`src/rtl/tt_pad_pkg.sv`:
```
// Shared definitions for the signal-pad controller.
//   - Bit positions inside the 6-bit pad configuration word
//     {pu, pd, cs, sl, ie, oe_en}.
//   - Configuration applied at reset (ie=1, pd=1).
//   - Encoding of the attribute-change sequencer states.
//   - cfg_legal(): pull-up and pull-down must never be enabled together.
package tt_pad_pkg;

    localparam int unsigned CFG_W     = 6;
    localparam int unsigned CFG_OE_EN = 0;
    localparam int unsigned CFG_IE    = 1;
    localparam int unsigned CFG_SL    = 2;
    localparam int unsigned CFG_CS    = 3;
    localparam int unsigned CFG_PD    = 4;
    localparam int unsigned CFG_PU    = 5;

    localparam logic [CFG_W-1:0] CFG_RESET = 6'b010010;

    localparam logic [1:0] IDLE    = 2'd0;
    localparam logic [1:0] QUIESCE = 2'd1;
    localparam logic [1:0] APPLY   = 2'd2;
    localparam logic [1:0] SETTLE  = 2'd3;

    function automatic logic cfg_legal(input logic [CFG_W-1:0] cfg);
        return ~(cfg[CFG_PU] & cfg[CFG_PD]);
    endfunction

endpackage

```
`src/rtl/tt_pad_in_filter.sv`:
```
// Pad input conditioning: two-flop synchroniser, glitch filter, edge detect.
// Ports:
//   clk, reset  - clock, synchronous active-high reset
//   din         - asynchronous input level (already gated by the pad ie)
//   sig_in      - filtered level; follows the synchronised input once it has
//                 differed from sig_in for FILT_LEN consecutive cycles
//   sig_rise    - one-cycle pulse when sig_in goes 0->1
//   sig_fall    - one-cycle pulse when sig_in goes 1->0
module tt_pad_in_filter #(
    parameter int unsigned FILT_LEN = 3,
    parameter int unsigned FILT_W   = 4
) (
    input  logic clk,
    input  logic reset,
    input  logic din,
    output logic sig_in,
    output logic sig_rise,
    output logic sig_fall
);

    logic s1_q, s2_q;

    always_ff @(posedge clk) begin
        if (reset) begin
            s1_q <= 1'b0;
            s2_q <= 1'b0;
        end else begin
            s1_q <= din;
            s2_q <= s1_q;
        end
    end

    if (FILT_LEN == 0) begin : g_nofilt
        always_ff @(posedge clk) begin
            if (reset) begin
                sig_in   <= 1'b0;
                sig_rise <= 1'b0;
                sig_fall <= 1'b0;
            end else begin
                sig_in   <= s2_q;
                sig_rise <= s2_q & ~sig_in;
                sig_fall <= ~s2_q & sig_in;
            end
        end
    end else begin : g_filt
        logic [FILT_W-1:0] cnt_q;

        always_ff @(posedge clk) begin
            if (reset) begin
                cnt_q    <= '0;
                sig_in   <= 1'b0;
                sig_rise <= 1'b0;
                sig_fall <= 1'b0;
            end else begin
                sig_rise <= 1'b0;
                sig_fall <= 1'b0;
                if (s2_q == sig_in) begin
                    // Any bounce back to the current level restarts the count.
                    cnt_q <= '0;
                end else if (cnt_q == FILT_W'(FILT_LEN - 1)) begin
                    sig_in   <= s2_q;
                    sig_rise <= s2_q;
                    sig_fall <= ~s2_q;
                    cnt_q    <= '0;
                end else begin
                    cnt_q <= cnt_q + FILT_W'(1);
                end
            end
        end
    end

endmodule

```
`src/rtl/tt_pad_sig_ctrl.sv`:
```
// Core-side controller for one bidirectional signal pad.
// Attribute changes run IDLE -> QUIESCE (drive off) -> APPLY -> SETTLE -> IDLE
// so the pad never drives while its attributes are changing.
// Ports:
//   clk, reset                      - clock, synchronous active-high reset
//   pad_y                           - pad receiver output (asynchronous)
//   pad_a/oe/ie/sl/cs/pd/pu         - pad control pins
//   core_a, core_oe                 - data and drive request from user logic
//   sig_in, sig_rise, sig_fall      - filtered input level and edge pulses
//   cfg_wr, cfg_data                - config write strobe / {pu,pd,cs,sl,ie,oe_en}
//   cfg_busy                        - sequencer not idle
//   cfg_err                         - pulse: write rejected (pu&pd, or busy)
//   cfg_cur                         - configuration currently applied
module tt_pad_sig_ctrl
    import tt_pad_pkg::*;
#(
    parameter int unsigned FILT_LEN   = 3,
    parameter int unsigned FILT_W     = 4,
    parameter int unsigned SETTLE_CYC = 4,
    parameter int unsigned CNT_W      = 4
) (
    input  logic       clk,
    input  logic       reset,
    input  logic       pad_y,
    output logic       pad_a,
    output logic       pad_oe,
    output logic       pad_ie,
    output logic       pad_sl,
    output logic       pad_cs,
    output logic       pad_pd,
    output logic       pad_pu,
    input  logic       core_a,
    input  logic       core_oe,
    output logic       sig_in,
    output logic       sig_rise,
    output logic       sig_fall,
    input  logic       cfg_wr,
    input  logic [5:0] cfg_data,
    output logic       cfg_busy,
    output logic       cfg_err,
    output logic [5:0] cfg_cur
);

    logic [1:0]       state_q, state_d;
    logic [CFG_W-1:0] pending_q;
    logic [CNT_W-1:0] settle_cnt_q;
    logic             idle;
    logic             accept;

    assign idle   = (state_q == IDLE);
    assign accept = cfg_wr & idle & cfg_legal(cfg_data);

    always_comb begin
        state_d = state_q;
        case (state_q)
            IDLE:    if (accept) state_d = QUIESCE;
            QUIESCE: state_d = APPLY;
            APPLY:   state_d = SETTLE;
            SETTLE:  if (settle_cnt_q == CNT_W'(SETTLE_CYC - 1)) state_d = IDLE;
            default: state_d = IDLE;
        endcase
    end

    always_ff @(posedge clk) begin
        if (reset) begin
            state_q      <= IDLE;
            pending_q    <= CFG_RESET;
            settle_cnt_q <= '0;
            cfg_cur      <= CFG_RESET;
            pad_a        <= 1'b0;
            pad_oe       <= 1'b0;
            cfg_err      <= 1'b0;
        end else begin
            state_q <= state_d;
            pad_a   <= core_a;
            // Drive drops the cycle after an accepted write and stays off
            // until the sequencer is back in IDLE.
            pad_oe  <= core_oe & cfg_cur[CFG_OE_EN] & idle & ~accept;
            cfg_err <= cfg_wr & ~accept;
            if (accept) pending_q <= cfg_data;
            if (state_q == APPLY) begin
                cfg_cur      <= pending_q;
                settle_cnt_q <= '0;
            end else if (state_q == SETTLE) begin
                settle_cnt_q <= settle_cnt_q + CNT_W'(1);
            end
        end
    end

    assign cfg_busy = ~idle;
    assign pad_ie   = cfg_cur[CFG_IE];
    assign pad_sl   = cfg_cur[CFG_SL];
    assign pad_cs   = cfg_cur[CFG_CS];
    assign pad_pd   = cfg_cur[CFG_PD];
    assign pad_pu   = cfg_cur[CFG_PU];

    tt_pad_in_filter #(
        .FILT_LEN (FILT_LEN),
        .FILT_W   (FILT_W)
    ) u_in_filter (
        .clk      (clk),
        .reset    (reset),
        .din      (pad_y & cfg_cur[CFG_IE]),
        .sig_in   (sig_in),
        .sig_rise (sig_rise),
        .sig_fall (sig_fall)
    );

endmodule
```
`config.mk`:
```
export PLATFORM = sky130hd
export DESIGN_NAME = tt_pad_sig_ctrl
export DESIGN_NICKNAME = d
export VERILOG_FILES = /design/src/rtl/tt_pad_pkg.sv /design/src/rtl/tt_pad_in_filter.sv /design/src/rtl/tt_pad_sig_ctrl.sv
export SDC_FILE = /design/constraint.sdc
export NUM_CORES = 1
export LEC_CHECK = 0
export CAP_MARGIN = 20
export CORE_MARGIN = 2
export CORE_UTILIZATION = 45
export CTS_BUF_LIST = sky130_fd_sc_hd__clkbuf_4
export CTS_CLUSTER_DIAMETER = 30
export CTS_CLUSTER_SIZE = 12
export DETAILED_ROUTE_END_ITERATION = 10
export PLACE_DENSITY = 0.74
export SKIP_CTS_REPAIR_TIMING = 1
export SYNTH_ARGS = -nofsm -noshare
export SYNTH_HDL_FRONTEND = slang
export SYNTH_SLANG_ARGS = --single-unit
```
`constraint.sdc`:
```
create_clock -name clk -period 1.5 [get_ports clk]
set_clock_uncertainty 0.2 [all_clocks]
set_input_delay 0.15 -clock clk [delete_from_list [all_inputs] [get_ports clk]]
set_output_delay 0.15 -clock clk [all_outputs]
set_load 0.01 [all_outputs]
```
run_1/metal_stack.png
Only two layers are drawn.
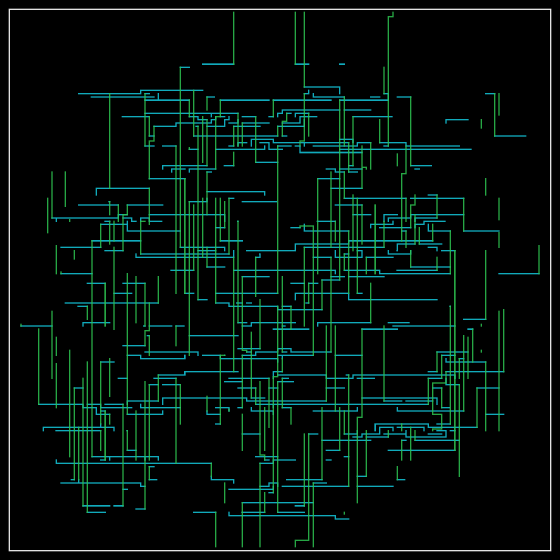
[met1] cyan | wire length: 991 um
[met2] green | wire length: 1100 um
all-layer global routing usage: 0.170
average wire per standard cell: 12.2 um
total via count in the routed design: 947
post-detailed-routing wire length: 2.33 mm

run_1/gate_families.png
The bar under the picture is 20 um long.
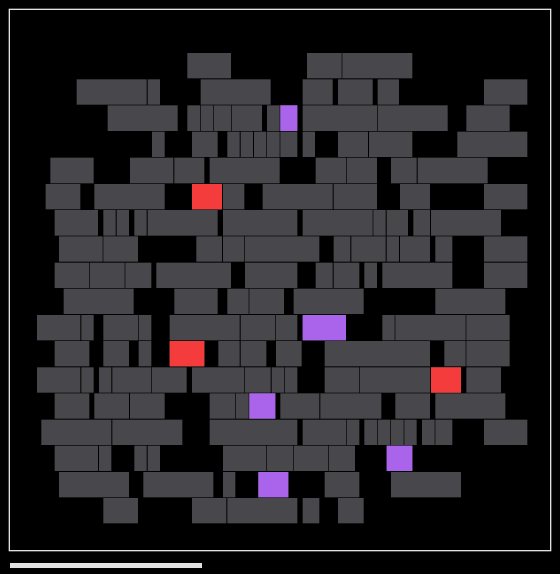
[inverting AOI/OAI gates] purple | cells: 5
[AND-OR and OR-AND gates] red | cells: 3

run_1/final_clocks.png
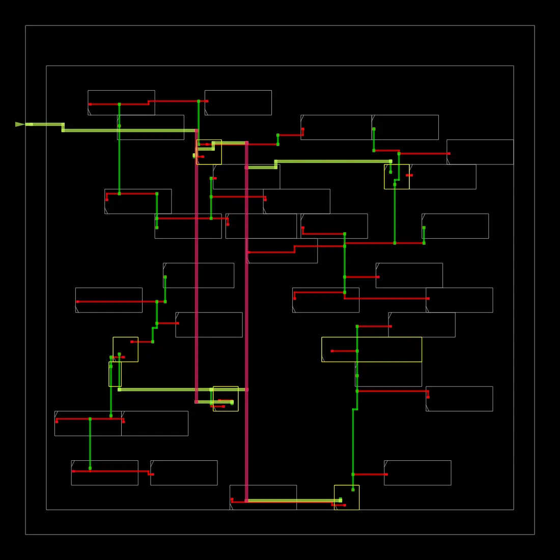
clock network power: 613 uW
total clock sinks: 30
clock buffer count from CTS: 5
Worst-Skew Late Latency: 340 ps

run_1/registers.png
The bar under the picture is 20 um long. Other sequential cells in the stronger gray, the rest of the logic in the fainter gray.
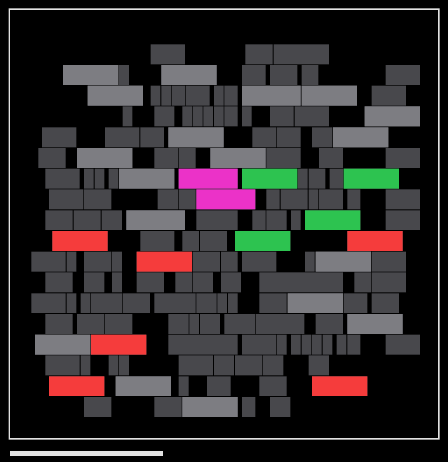
[state_q] magenta | placed flops: 2
[pending_q] red | placed flops: 6
[settle_cnt_q] green | placed flops: 4
not colored: 18
fin util: 0.686
seq pwr: 962 uW
area taken by flip-flops and latches: 606 um^2
Seq/total area: 0.350

## run 1: layout by cell type, fill, tap and decap left out, types with 3 or more instances in the layout
cell,instances
clkdlybuf4s50_1,11
clkbuf_4,5
xnor2_1,3
dfxtp_2,4
nor2_1,20
dlymetal6s2s_1,17
mux2i_1,10
nand2_1,9
ha_1,4
xor2_1,3
nor2b_1,4
inv_1,3
nand2b_1,3
dfxtp_1,26
nor3_1,5
buf_4,8
## run 1: worst paths after layout
kind / startpoint / end / slack [ps] / cells after the start
worst min register to register: u_in_filter.s1_q / u_in_filter.s2_q / 250 / 1
worst max register to register: state_q[1] / state_q[0] / 10 / 6
worst max-delay path: state_q[1] / state_q[0] / 10 / 6
worst min-delay path: pad_y / u_in_filter.s1_q / 140 / 3
==> summary.txt, run 1 <==
Implementation results are summarized by area below.

Outcome
The flow ran to the end, and the final reports show no timing, DRC or antenna violations.

Floorplan
Measured along the x axis, the die boundary spans 56.1 um. According to the floorplan report, the die height is roughly 56 um.

GRT
The first-pass GRT wire length is roughly 4.0 mm. The pin count of the biggest net entering global routing is 23.

CTS
The CTS tree is yes. The buffer levels on the longest clock path is 2. The count of H-tree levels built during CTS is 2.

Final layout
The dominant kind of cell is registers. The antenna diode instance count is 0. After filler insertion, the fill cell instance count of the layout stands at roughly 210.

Relative to the synthesized area, the layout overhead comes to 41.5%. After layout, the clock buffer instance count stands at 5. The number of signal-net inverters in the final layout is 5. The largest registers in the layout are cfg_cur x6, pending_q x6.

Timing
The slew at the pin closest to its max-slew limit is 317 ps. The final number of hold-violating endpoints is 0. The relative max-transition margin is 0.783. The final layout reports a setup TNS of 0 ps. The most critical hold endpoint after final layout shows a slack of 142 ps.

Run
The stage logs contain a warning count of 31. The number of maximum-capacitance violations recorded for the run is 0.

Synthesis
Among all flip-flop cells after synthesis, the most frequent one is dfxtp_1. The area fraction in and, or, nand and nor cells after synthesis is 0.195. The area fraction in compound gates is 0.0563.

Among the non-sequential cells, simple AND/OR/NAND/NOR gates take the most area. Of the post-synthesis cell area, the dominant cell type holds 0.491. The synthesis run shows the most used standard cells to be dfxtp_1 (30), nor2_1 (20), mux2i_1 (10). The post-synthesis xor/xnor area fraction is 0.0430. After technology mapping, the gate count stands at approximately 120. The total cell area reported by yosys after synthesis is approximately 1200 um^2. The number of synthesized register bits is 30.

The mux share of post-synthesis cell area is 0.0819.

Power and ir drop
The analysis attributes to net switching a power of just under 700 uW. Of the total power, combinational logic draws 0.336. The proportion of power drawn by flip-flops and latches is 0.406.

The switching share of total power is 0.292. The combinational power is 796 uW.

Critical path
The element type at the critical path start is a flip-flop. For this design, the slowest cell found on the critical path is dfxtp_2. By startpoint and endpoint, the worst setup path is classified as flip-flop to flip-flop.

Placement
Prior to clock tree synthesis, the placed netlist has a worst setup slack of -122 ps. After detailed placement, the total cell area comes to 1570 um^2.

Drt
The routed length on met2 is about 1.1 mm.
run_1/pins.png
Pins as bars across the die edge, other pins in gray.
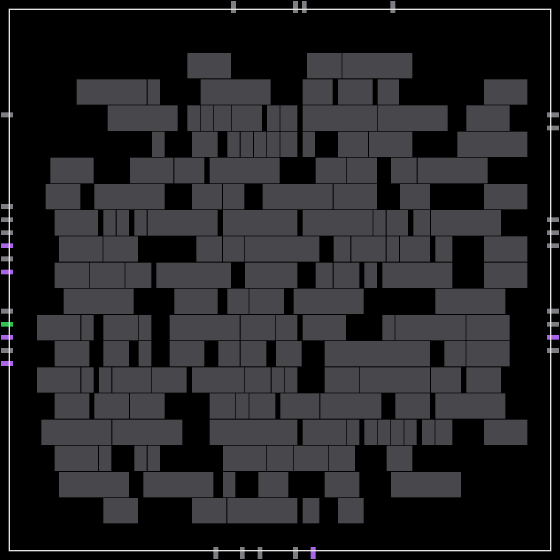

==> inputs of run 2 (changes only) <==
--- a/config.mk
+++ b/config.mk
@@ -6,13 +6,14 @@
 export NUM_CORES = 1
 export LEC_CHECK = 0
 export CAP_MARGIN = 20
-export CORE_MARGIN = 2
-export CORE_UTILIZATION = 45
+export CORE_MARGIN = 4
+export CORE_UTILIZATION = 58
 export CTS_BUF_LIST = sky130_fd_sc_hd__clkbuf_4
 export CTS_CLUSTER_DIAMETER = 30
 export CTS_CLUSTER_SIZE = 12
 export DETAILED_ROUTE_END_ITERATION = 10
-export PLACE_DENSITY = 0.74
+export DONT_BUFFER_PORTS = 1
+export PLACE_DENSITY = 0.73
 export SKIP_CTS_REPAIR_TIMING = 1
 export SYNTH_ARGS = -nofsm -noshare
 export SYNTH_HDL_FRONTEND = slang
run_2/pins.png
Pins as bars across the die edge, other pins in gray.
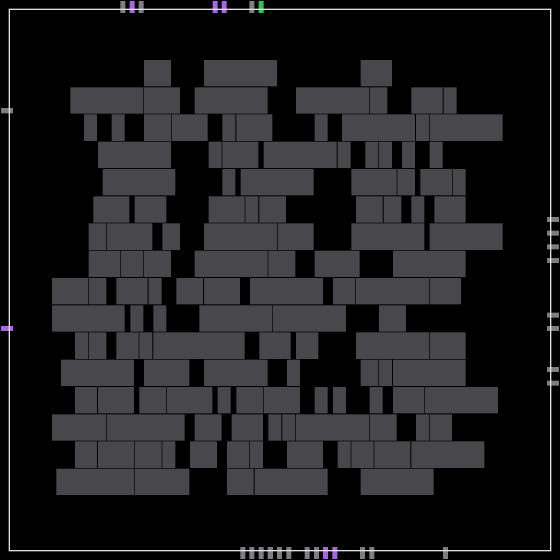
[pad_cs] green | pins: 1 | direction: output | edge: north
[cfg_data] purple | pins: 6 | direction: input | edge: 3 north, 2 south, 1 west
all pins by edge: 13 south, 8 east, 7 north, 2 west
horizontal extent of the die: 53.9 um
count of buffers inserted at the top-level ports: 0
Die Y: 53.9 um

run_2/registers.png
The bar under the picture is 20 um long. Other sequential cells in the stronger gray, the rest of the logic in the fainter gray.
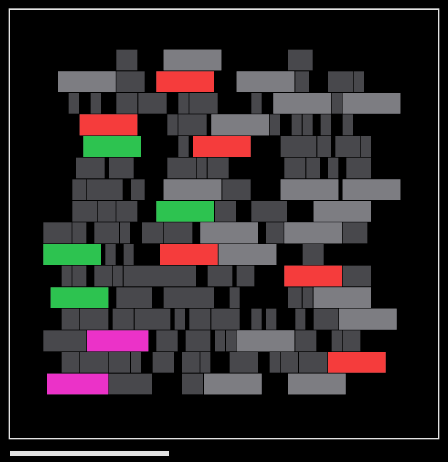
[state_q] magenta | placed flops: 2
[pending_q] red | placed flops: 6
[settle_cnt_q] green | placed flops: 4 | where: west
not colored: 18
area taken by flip-flops and latches: 603 um^2
seq pwr: 983 uW
fin util: 0.682
Seq/total area: 0.446

==> run 2 against run 1 <==
The run now ends with negative hold slack left. Via count is 14% lower. Cell count is 18% lower. Fmax grew 2.0%. Worst hold slack worse by 440 ps. Combinational power fell by 24%. Worst setup slack gained 29 ps. Synthesized cell count unchanged. Global-route usage down 1.4 points. Largest cell class unchanged.
==> summary.txt, run 2 <==
Implementation results are summarized by area below.

Outcome
The flow ran to the end, but the final reports show violations. The checks that failed: negative hold slack.

Final layout
The largest registers in the layout are cfg_cur x6, pending_q x6. The most frequent logic cell in the layout is dfxtp_1. The area growth from synthesis to layout is 10.5%.

The dominant kind of cell is registers. Ranking logic cells in the layout by count gives the top entries dfxtp_1 (28), nor2_1 (20), mux2i_1 (10). The layout clock buffer count was 7 (+2). The number of fill cells is 166 (-22%).

GRT
The total global-route track usage is 0.155 (-0.0144).

Placement
The instance area after placement came to 1250 um^2 (-21%). The placement-stage worst setup slack is -5.68 ps (+117 ps).

Synthesis
By count the netlist is led by dfxtp_1 (30), nor2_1 (20), mux2i_1 (10). Among all flip-flop cells after synthesis, the most frequent one is dfxtp_1.

Drt
The via count is 816 (-14%). The detailed-route wire length is 2.01 mm (-14%). The average wire length per cell after detail routing is 12.8 um (+4.7%).

CTS
The CTS tree is yes. The count of H-tree levels built during CTS is 2 (unchanged). The clock latency of the later-clocked register in the worst-skew pair is 310 ps (-30 ps). The clock sink total came to 30 (unchanged).

Critical path
The endpoint of the worst setup timing path is state_q[0]. The slack of the worst reg-to-reg path is 40 ps (+30 ps). The endpoint of the most critical register-to-register path is state_q[0]. According to the timing report, the critical path is launched from state_q[0].

The cell type of the slowest stage on the worst timing path is dlygate4sd3_1. The worst reg-to-reg path cell count is 4 (-2).

Power and ir drop
The switching share of total power is 0.306 (+0.0138). The combinational group share of total power came to 0.294 (-0.042).

Timing
The final number of hold-violating endpoints is 29 (+29). The relative max-transition margin is 0.759 (-0.0243). The worst hold margin was -303 ps (-445 ps).

Run
The total number of warnings across the stage logs is 32 (+3.2%).
run 2: cell counts after synthesis:
Identical to the previous run, type by type.
run 2: kinds of logic (layout without fill, tap and decap cells):
family | Yosys count | after routing | synth area share
multiplexers | 10 | 10 | 0.0819
flip-flops | 30 | 30 | 0.491
AND-OR/OR-AND | 8 | 8 | 0.0563
XOR/XNOR | 6 | 6 | 0.0430
AND/OR/NAND/NOR | 48 | 48 | 0.195
buffers and inverters | 14 | 21 | 0.0604
adder cells (fa/ha/maj) | 7 | 7 | 0.0716
run 2: routing by layer:
layer	part of all wire	track usage	wire length (um)
met5	0	0	0
met4	0.011	0.0638	23
met3	0.041	0.0499	82
met2	0.54	0.284	1090
met1	0.41	0.161	816
==> inputs of run 3 (changes only) <==
--- a/config.mk
+++ b/config.mk
@@ -13,6 +13,7 @@
 export CTS_CLUSTER_SIZE = 12
 export DETAILED_ROUTE_END_ITERATION = 10
 export DONT_BUFFER_PORTS = 1
+export HOLD_SLACK_MARGIN = 0.1
 export PLACE_DENSITY = 0.73
 export SKIP_CTS_REPAIR_TIMING = 1
 export SYNTH_ARGS = -nofsm -noshare
run_3/gate_families.png
The bar under the picture is 20 um long.
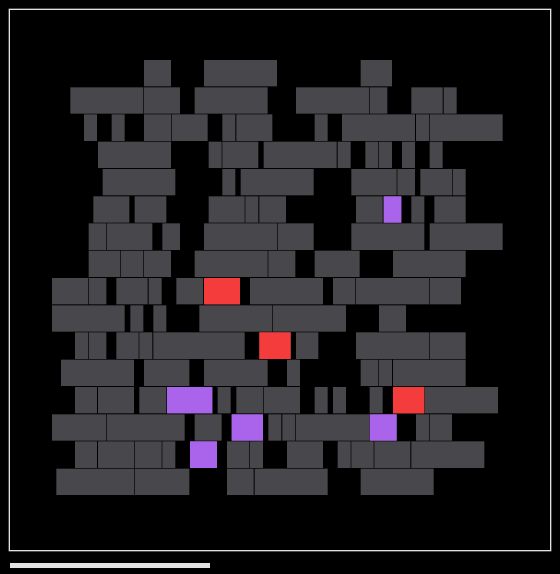
[inverting AOI/OAI gates] purple | cells: 5
[AND-OR and OR-AND gates] red | cells: 3

run_3/final_clocks.png
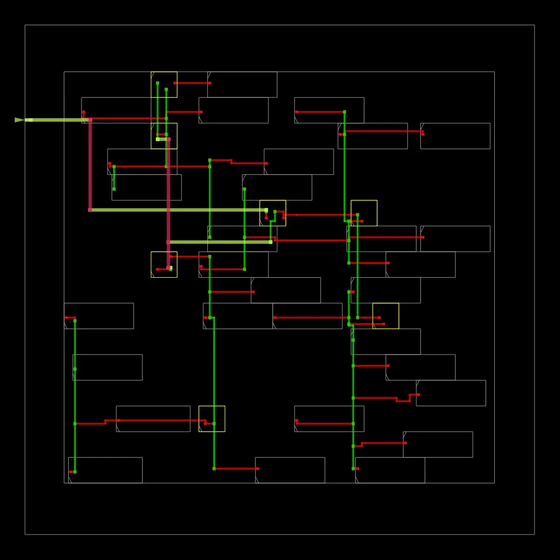
count of clock buffers in the final design: 7
clock network power: 461 uW
count of sequential standard cells: 30
Worst-Skew Late Latency: 310 ps

==> run 3 against run 2 <==
The flow still finishes with violations (negative hold slack). Non-clock buffer count is the same. Core utilization unchanged. Register-to-register slack about the same. Clock power hardly changed. Cell count unchanged. Via count is the same. Worst setup slack did not move. Die size unchanged. Wire length did not move. Critical path depth unchanged. Synthesized cell count is the same. Sequential share of layout area is the same. Critical path type unchanged. Highest routed layer unchanged.
==> summary.txt, run 3 <==
Implementation results are summarized by area below.

GRT
The global-route met1 utilization came to 0.161 (unchanged). The total global-route track usage came to 0.155 (unchanged).

Final layout
The dominant kind of cell is registers. Leaving out fill and tap cells, the most frequent cell in the layout is dfxtp_1. The largest registers in the layout are cfg_cur x6, pending_q x6.

Critical path
Per STA, the startpoint of the critical path is state_q[0]. The slack of the worst reg-to-reg path is 40 ps (about the same).

Drt
The routed length on met1 is 816 um (unchanged). The routed length on met2 was 1.09 mm (unchanged). The average wire length per cell after detail routing came to 12.8 um (unchanged).

Placement
The instance area after placement is 1250 um^2 (unchanged).

Timing
The worst hold margin is -303 ps (unchanged). The final number of hold-violating endpoints was 29 (unchanged).

Synthesis
The area fraction in compound gates was 0.0563 (unchanged). The post-synthesis xor/xnor area fraction is 0.0430 (unchanged). The synthesis run shows the most used standard cells to be dfxtp_1 (30), nor2_1 (20), mux2i_1 (10). The adder and majority gate portion of the synthesized area came to 0.0716 (unchanged).

Power and ir drop
The power in sequential cells is 983 uW (about the same). The switching share of total power is 0.306 (unchanged).

Outcome
The checks that failed: negative hold slack. The flow ran to the end, but the final reports show violations.
[run 3: cell families (layout without fill, tap and decap cells)]
kind of cell / after synthesis / after routing
AND/OR/NAND/NOR: 48 / 48
flip-flops: 30 / 30
buffers and inverters: 14 / 21
multiplexers: 10 / 10
AND-OR/OR-AND: 8 / 8
adder cells (fa/ha/maj): 7 / 7
XOR/XNOR: 6 / 6
[run 3: worst min path at each step]
stage / cells after the start / start / endpoint
after floorplan: 1 / cfg_wr / pad_oe
after global placement: 1 / reset / u_in_filter.sig_in
after detailed placement: 1 / reset / u_in_filter.sig_in
after CTS: 1 / reset / u_in_filter.sig_in
after global routing: 1 / reset / pending_q[0]
final: 1 / reset / u_in_filter.sig_in
Power and IR drop assume default switching activity.
